==> config.mk <==
export PLATFORM = sky130hd
export DESIGN_NAME = restoring_divider
export DESIGN_NICKNAME = d
export VERILOG_FILES = /design/src/rtl/div_pkg.sv /design/src/rtl/ripple_sub.sv /design/src/rtl/restoring_divider.sv
export SDC_FILE = /design/constraint.sdc
export NUM_CORES = 1
export LEC_CHECK = 0
export CORE_MARGIN = 3
export CORE_UTILIZATION = 49
export CTS_BUF_LIST = sky130_fd_sc_hd__clkbuf_8
export CTS_CLUSTER_SIZE = 12
export DETAILED_ROUTE_END_ITERATION = 8
export GPL_TIMING_DRIVEN = 0
export PLACE_DENSITY = 0.75
export SLEW_MARGIN = 20
export SYNTH_ARGS = -nofsm -noshare
export SYNTH_HDL_FRONTEND = slang
export SYNTH_SLANG_ARGS = --single-unit
==> constraint.sdc <==
create_clock -name clk -period 5 [get_ports clk]
set_input_delay 1 -clock clk [delete_from_list [all_inputs] [get_ports clk]]
set_output_delay 1 -clock clk [all_outputs]
set_load 0.005 [all_outputs]
**Run 1: congestion heat map**

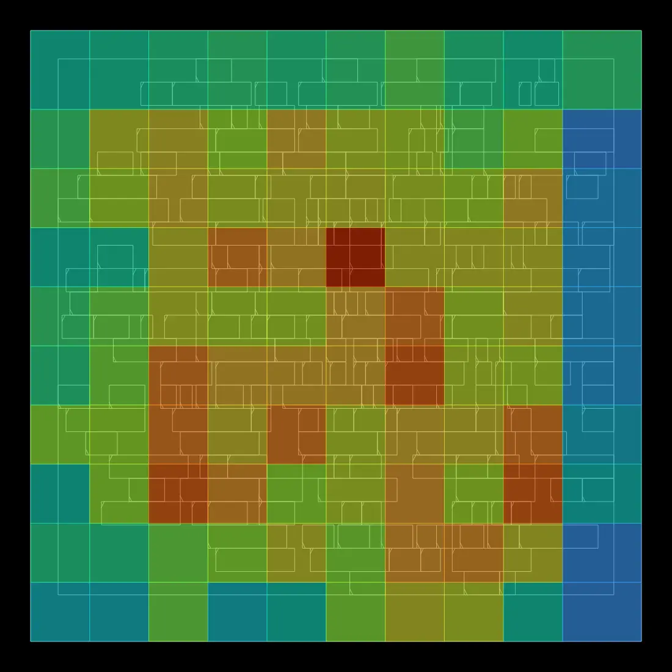
met3 global-route usage: 3.37%
DR WL/cell: 15.7 um

**Run 1: pin map**

Bar = 20 um. Pins as bars across the die edge, other pins in grey.
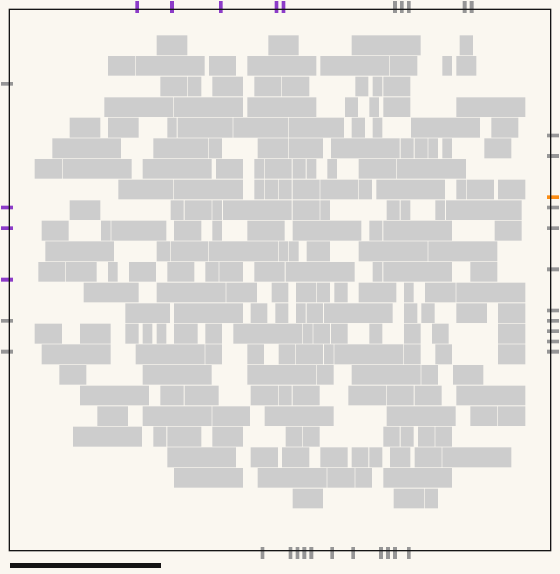
divisor -> purple  # pins 8, direction input, edge 5 north, 3 west
done -> orange  # pins 1, direction output, edge east
all pins by edge = 11 south, 11 east, 10 north, 6 west
total of buffers placed on input and output ports: 35
die outline width: 71.3 um

**Run 1: met1 routing**

Bar = 20 um.
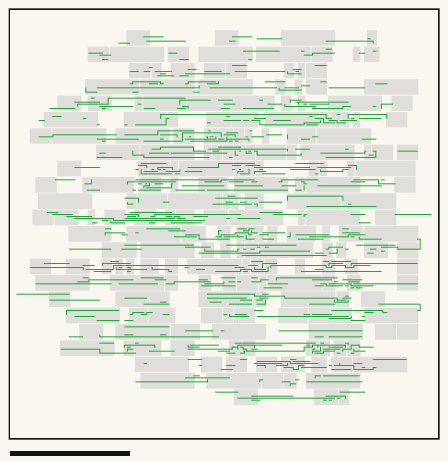
nets with wire on the layer = 208
longest straight run = 27.6 um
final wirelength: 4130 um
via count of the routed design: 1452
met1 Use GR: 23.7%

==> CHANGELOG.md, run 1 <==
### Implementation results

- Worst slew margin relative to its limit: 63.3%
- Initial antenna violation count: 0
- Type of the most critical hold path: register to register
- Part of the Yosys area used for sequential elements: 56.3%
- TNS Setup: 0 ns
- Number of pins exceeding their max-slew limit in the final report: 0
- Maximum Capacitance Violations: 0
- Count of buffering cells on the critical path with inverters included: 3
- CP most frequent cell: sky130_fd_sc_hd__fa_1
- Drc violations: 0
- # fillers: 313
- Yosys Warn Count: 0
- Gate count of the mapped netlist: 168
- Count of pins on the block boundary: 38
- Setup slack at placement: 0.813 ns
- H-tree depth: 2
- Logic depth of the worst path, buffers included: 14
- Number of hold buffers added after CTS: 0
- Iteration tally of the first detailed-router pass: 4
- Net count reported at finish: 240
- CP arrival: 4.37 ns
- Smallest hold slack: 0.482 ns
- Flip-flop and latch count after synthesis: 47
- Critical Path Sink Type: register
- Utilization of the core after routing: 64.7%
- Final weighted congestion in routability-driven placement: 0.774
- Post-synth design cell area: 2090 um2
- Std-Cell Core Area: 4060 um2
- Ant diodes: 0
- Share of layout cells above drive strength 1: 17.5%
- Buffers inserted by post-CTS timing repair: 0
- Maximum clock skew at final layout: 0.00393 ns
- Via count of the first global-routing pass: 1512
- Mean instance size in the synthesized netlist: 12.4 um2
- Starting DRT DRC Count: 83
- Max rail drop VDD: 0.314 mV
- Final global-route overflow total: 0
- Number of logged tool warnings: 26
- Pre-Place Util: 51.5%
- Clock tree root driver cell: sky130_fd_sc_hd__clkbuf_8
- GRT Util Overall: 18.0%
- Family with the most delay on the worst path: adder cells
- # resized after CTS: 0
- Final hold violation count: 0
- Synth-to-Final Area Change: 25.6%
- Most common cell after layout, fill and taps aside: sky130_fd_sc_hd__dfrtp_1
- TritonCTS clock tree: yes
- # setup viols final: 0
- Placed cell count: 254
- Antenna violation net count after detailed routing: 0
- DPL Wire Length: 3120 um
- Post-route standard cell area excluding fillers: 2630 um2
- Number of cells traversed by the worst register-to-register path: 14
- Maximum buffer depth of the clock tree: 2
- Cell Chain, Critical Path: inv_1, ha_1, fa_1, fa_1, fa_1, fa_1, fa_1, fa_1, inv_1, fa_1, xnor2_2, and2_4, buf_6, a221o_1
- F_max: 0.238 GHz
- Most frequent cells in the layout: sky130_fd_sc_hd__dfrtp_1 (47), sky130_fd_sc_hd__clkdlybuf4s50_1 (34), sky130_fd_sc_hd__mux2_2 (16)
- Slew at the pin with the worst max-slew slack: 0.551 ns
- Startpoint type of the worst setup path: register
- Kind of critical path: register to register
- Ys cells: 168
- Ratio of final minimum period to clock period: 83.9%
- LEAKAGE: 0.00116 uW
- Tot Pwr: 1770 uW
- Maximum number of pins on one net before global-route repair: 26
- Clock-pin slew on the worst setup and hold paths: 0.08 ns
- Net Count, Synth: 197
- Outcome: complete, no violations
- Master of the slowest instance on the critical path: sky130_fd_sc_hd__fa_1
- Post-synthesis cell type count: 27
- Total die area: 5080 um2
- Site row count: 23
- Max FO, Critical Path: 9
- Setup repair after global routing missed its margin: no
- Largest stage delay, worst path: 0.39 ns
- Number of cells on the worst hold path: 2
- Wire length of the first global-routing pass: 7200 um
- Final WS setup: 0.804 ns
- Required time at the worst-slack endpoint: 5.18 ns
- Number of sinks handled by clock tree synthesis: 47
- Synthesis area per yosys: 2090 um2
- Via density: 5.54
- Setup slack, reg-to-reg: 0.80 ns
- Minimum clock period after layout: 4.20 ns
- Cell Area, Placed: 2520 um2
- Count of placed standard cells in the final layout, fillers left out: 262
- Total CTS buffers: 5
- Skew-Pair Late Insertion Delay: 0.30 ns
- Ratio of total power to cell area: 674 nW/um2
==> run 1: kinds of logic after synthesis <==
| family | after synthesis | synth area share (%) |
|---|---|---|
| multiplexers | 17 | 9.10 |
| XOR/XNOR | 1 | 0.779 |
| adder cells (fa/ha/maj) | 10 | 8.50 |
| AND-OR/OR-AND | 43 | 13.5 |
| buffers and inverters | 24 | 5.75 |
| AND/OR/NAND/NOR | 25 | 5.87 |
| other | 1 | 0.179 |
| flip-flops | 47 | 56.3 |
==> run 1: synth_stat cells, drive strengths merged <==
library cell	n	area [um2]
a21oi	6	30.0
a221o	7	70.1
a221oi	1	8.76
a22o	2	17.5
a31oi	1	6.26
and2	3	21.3
buf	8	57.6
clkbuf	2	7.51
conb	1	3.75
dfrtp	47	1180
fa	7	140
ha	3	37.5
inv	14	55.1
mux2	16	180
mux2i	1	10.0
nand2	11	41.3
nand2b	3	18.8
nor2	1	6.26
nor3	7	35.0
o21ai	11	55.1
o21bai	1	7.51
o22ai	14	87.6
xnor2	1	16.3
==> run 1: report_power, final <==
group | total (uW) | switching, uW | internal [uW]
sequential | 697 | 130 | 567
combinational | 832 | 366 | 465
clock | 242 | 118 | 124
==> run 1: layer usage <==
layer / track usage, % / vias to the layer above / part of all wire [%]
met4: 5.01 / 0 / 1.3
met3: 3.37 / 7 / 3.7
met1: 23.7 / 740 / 43
met2: 30.5 / 30 / 52
met5: 0 / - / 0
li1: - / 675 / -
==> run 1: cell type report <==
class / instances / area (um2) / share of cell area [%]
Buffer: 10 / 65.1 / 2.48
Sequential cell: 47 / 1180 / 44.8
Inverter: 14 / 55.1 / 2.10
Multi-Input combinational cell: 97 / 793 / 30.2
Clock buffer: 7 / 96.3 / 3.67
Timing Repair Buffer: 36 / 373 / 14.2
Tap cell: 50 / 62.6 / 2.38
Clock inverter: 1 / 3.75 / 0.143
**Run 1: metal 3**

Bar = 20 um.
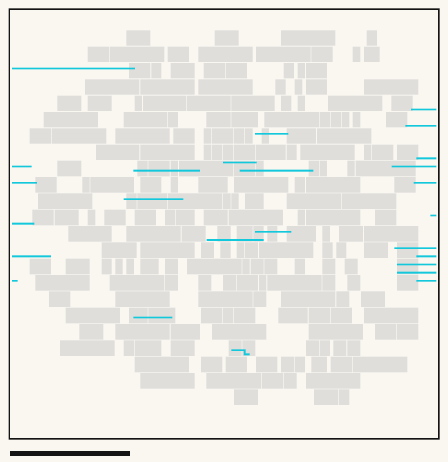

==> run 1 -> run 2 <==
- PLACE_DENSITY: 0.75 -> 0.78
- clock period: 5 -> 3.6 ns (I/O delays scaled with it)
**Run 2: metal 3**

Bar = 20 um.
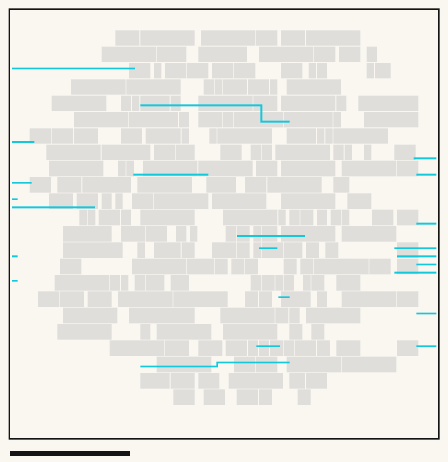
main direction = horizontal
wire length on this layer = 165 um
share of all routed wire = 3.9%
longest straight run = 20.2 um
nets with wire on the layer = 20
final wirelength: 4250 um
met3 global-route usage: 5.05%

**Run 2: pin map**

Bar = 20 um. Pins as bars across the die edge, other pins in grey.
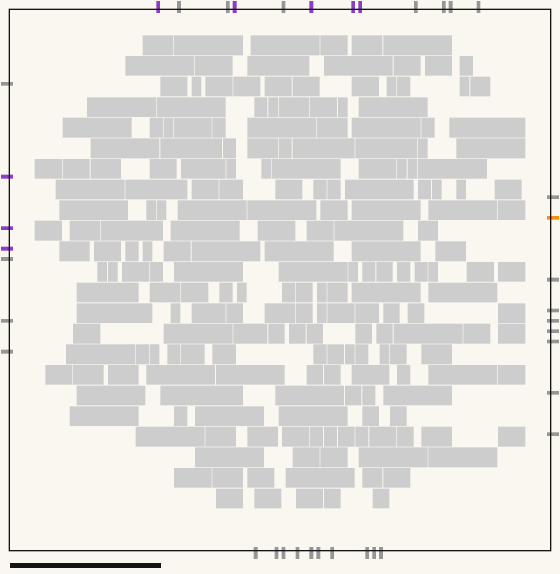
divisor -> purple  # pins 8, direction input, edge 5 north, 3 west
done -> orange  # pins 1, direction output, edge east
die height: 71.3 um

==> run 2 against run 1 <==
  * The run now ends with negative setup slack left
  * Sequential cell count unchanged
  * Die size is the same
  * Via count fell by 0.76%
  * Worst hold slack worse by 0.086 ns
  * Critical endpoint is now r_rem[2]
  * Highest routed layer unchanged
==> CHANGELOG.md, run 2 <==
### Implementation results

- Outcome: complete, but fails checks
- Violations in the final reports: negative setup slack
- Flip-flop and latch count after synthesis: 47 (unchanged)
- LEAKAGE: 0.00116 uW (+0.64%)
- Master of the slowest instance on the critical path: sky130_fd_sc_hd__dfrtp_1
- Asr flop ratio synth: 100% (unchanged)
- Total CTS buffers: 5 (unchanged)
- Largest stage delay, worst path: 0.38 ns (about the same)
- Synth-to-Final Area Change: 29.6%
- Post-synthesis cell type count: 27 (unchanged)
- Maximum buffer depth of the clock tree: 2 (unchanged)
- Cell Chain, Critical Path: inv_2, ha_4, fa_2, fa_2, fa_2, fa_2, fa_2, fa_2, inv_2, fa_2, xnor2_4, and2_4, a221o_1
- F_max: 0.270 GHz (+13%)
- DR WL/cell: 16.2 um (+2.6%)
- Via count of the first global-routing pass: 1600 (+5.8%)
- Tot Pwr: 2670 uW (+51%)
- Setup slack at placement: -0.329 ns (-1.14 ns)
- Yosys Warn Count: 0 (unchanged)
- Final WS setup: -0.109 ns (-0.913 ns)
- # setup viols final: 8 (+8)
- # resized after CTS: 5 (+5)
- Antenna violation net count after detailed routing: 0 (unchanged)
- Ys cells: 168 (unchanged)
- Cell types with the highest counts after synthesis: sky130_fd_sc_hd__dfrtp_1 (47), sky130_fd_sc_hd__mux2_2 (16), sky130_fd_sc_hd__o22ai_1 (14)
- Ratio of total power to cell area: 988 nW/um2 (+47%)
- Most common cell after layout, fill and taps aside: sky130_fd_sc_hd__dfrtp_1
- Initial antenna violation count: 0 (unchanged)
- Number of logged tool warnings: 29 (+12%)
- Final global-route overflow total: 0 (unchanged)
- Iteration tally of the first detailed-router pass: 4 (unchanged)
- Std-Cell Core Area: 4060 um2 (unchanged)
- Worst slew margin relative to its limit: 62.3% (-1.0 points)
- Drc violations: 0 (unchanged)
- Kind of critical path: register to register
- Buffers inserted by post-CTS timing repair: 2 (+2)
- Maximum clock skew at final layout: 0.00864 ns (+0.00471 ns)
- Post-synth design cell area: 2090 um2 (unchanged)
- Clock-pin slew on the worst setup and hold paths: 0.08 ns (about the same)
- Cell Area, Placed: 2560 um2 (+1.2%)
- Count of placed standard cells in the final layout, fillers left out: 263 (+0.38%)
- H-tree depth: 2 (unchanged)
- Family with the most delay on the worst path: adder cells
- Dominant flop cell: sky130_fd_sc_hd__dfrtp_1
- Ratio of final minimum period to clock period: 103% (+19 points)
- Number of pins exceeding their max-slew limit in the final report: 0 (unchanged)
- Number of hold buffers added after CTS: 0 (unchanged)
- Site row count: 23 (unchanged)
**Run 2: met1 routing**

Bar = 20 um.
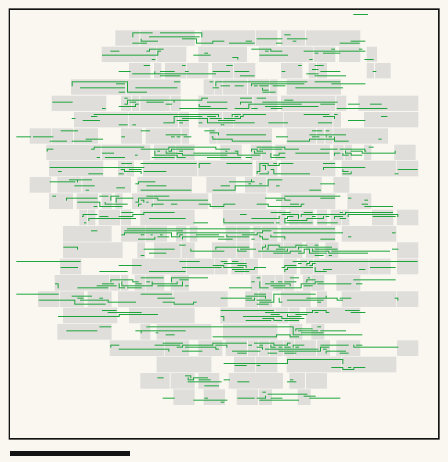
nets with wire on the layer = 218
share of all routed wire = 41%
met1 Use GR: 23.8%
via count of the routed design: 1441

==> run 2: power breakdown <==
part	switching [uW]	total [uW]	internal, uW	leakage, uW
Clock	172	397	225	0.0000612
Combinational	566	1290	729	0.000548
Sequential	196	983	787	0.000554
Total	934	2670	1740	0.00116
==> run 2: area by class of cell <==
| class | instances | area, um2 | share of cell area (%) |
|---|---|---|---|
| Buffer | 9 | 53.8 | 1.99 |
| Clock buffer | 6 | 82.6 | 3.05 |
| Clock inverter | 2 | 35.0 | 1.29 |
| Inverter | 14 | 55.1 | 2.03 |
| Multi-Input combinational cell | 97 | 851 | 31.4 |
| Sequential cell | 47 | 1180 | 43.4 |
| Tap cell | 50 | 62.6 | 2.31 |
| Timing Repair Buffer | 38 | 392 | 14.5 |
==> run 2: kinds of logic (layout without fill, tap and decap cells) <==
kind of cell | count (synthesis) | after routing | synth area share [%]
mux | 17 | 17 | 9.10
compound gates | 43 | 43 | 13.5
flops | 47 | 47 | 56.3
simple gates | 25 | 25 | 5.87
fa+ha+maj | 10 | 10 | 8.50
buf+inv | 24 | 69 | 5.75
other cells | 1 | 1 | 0.179
xor+xnor | 1 | 1 | 0.779
==> run 2: worst reg2reg max path: cells and delay by family (launching register included) <==
kind / cells / cell delay [ns]
AND-OR/OR-AND: 1 / 0.35
XOR/XNOR: 1 / 0.09
adder cells (fa/ha/maj): 8 / 2.47
buffers and inverters: 2 / 0.12
flip-flops: 1 / 0.38
AND/OR/NAND/NOR: 1 / 0.20
==> run 2: routing by layer <==
metal	routed length, um	global-route usage (%)	share of wire, %	vias up
met5	0	0	0	-
met4	57	6.05	1.3	0
met3	164	5.05	3.9	5
met2	2260	31.6	53	29
met1	1760	23.8	41	729
li1	-	-	-	678
No activity file was given, so power comes from the tool's default toggle rates.
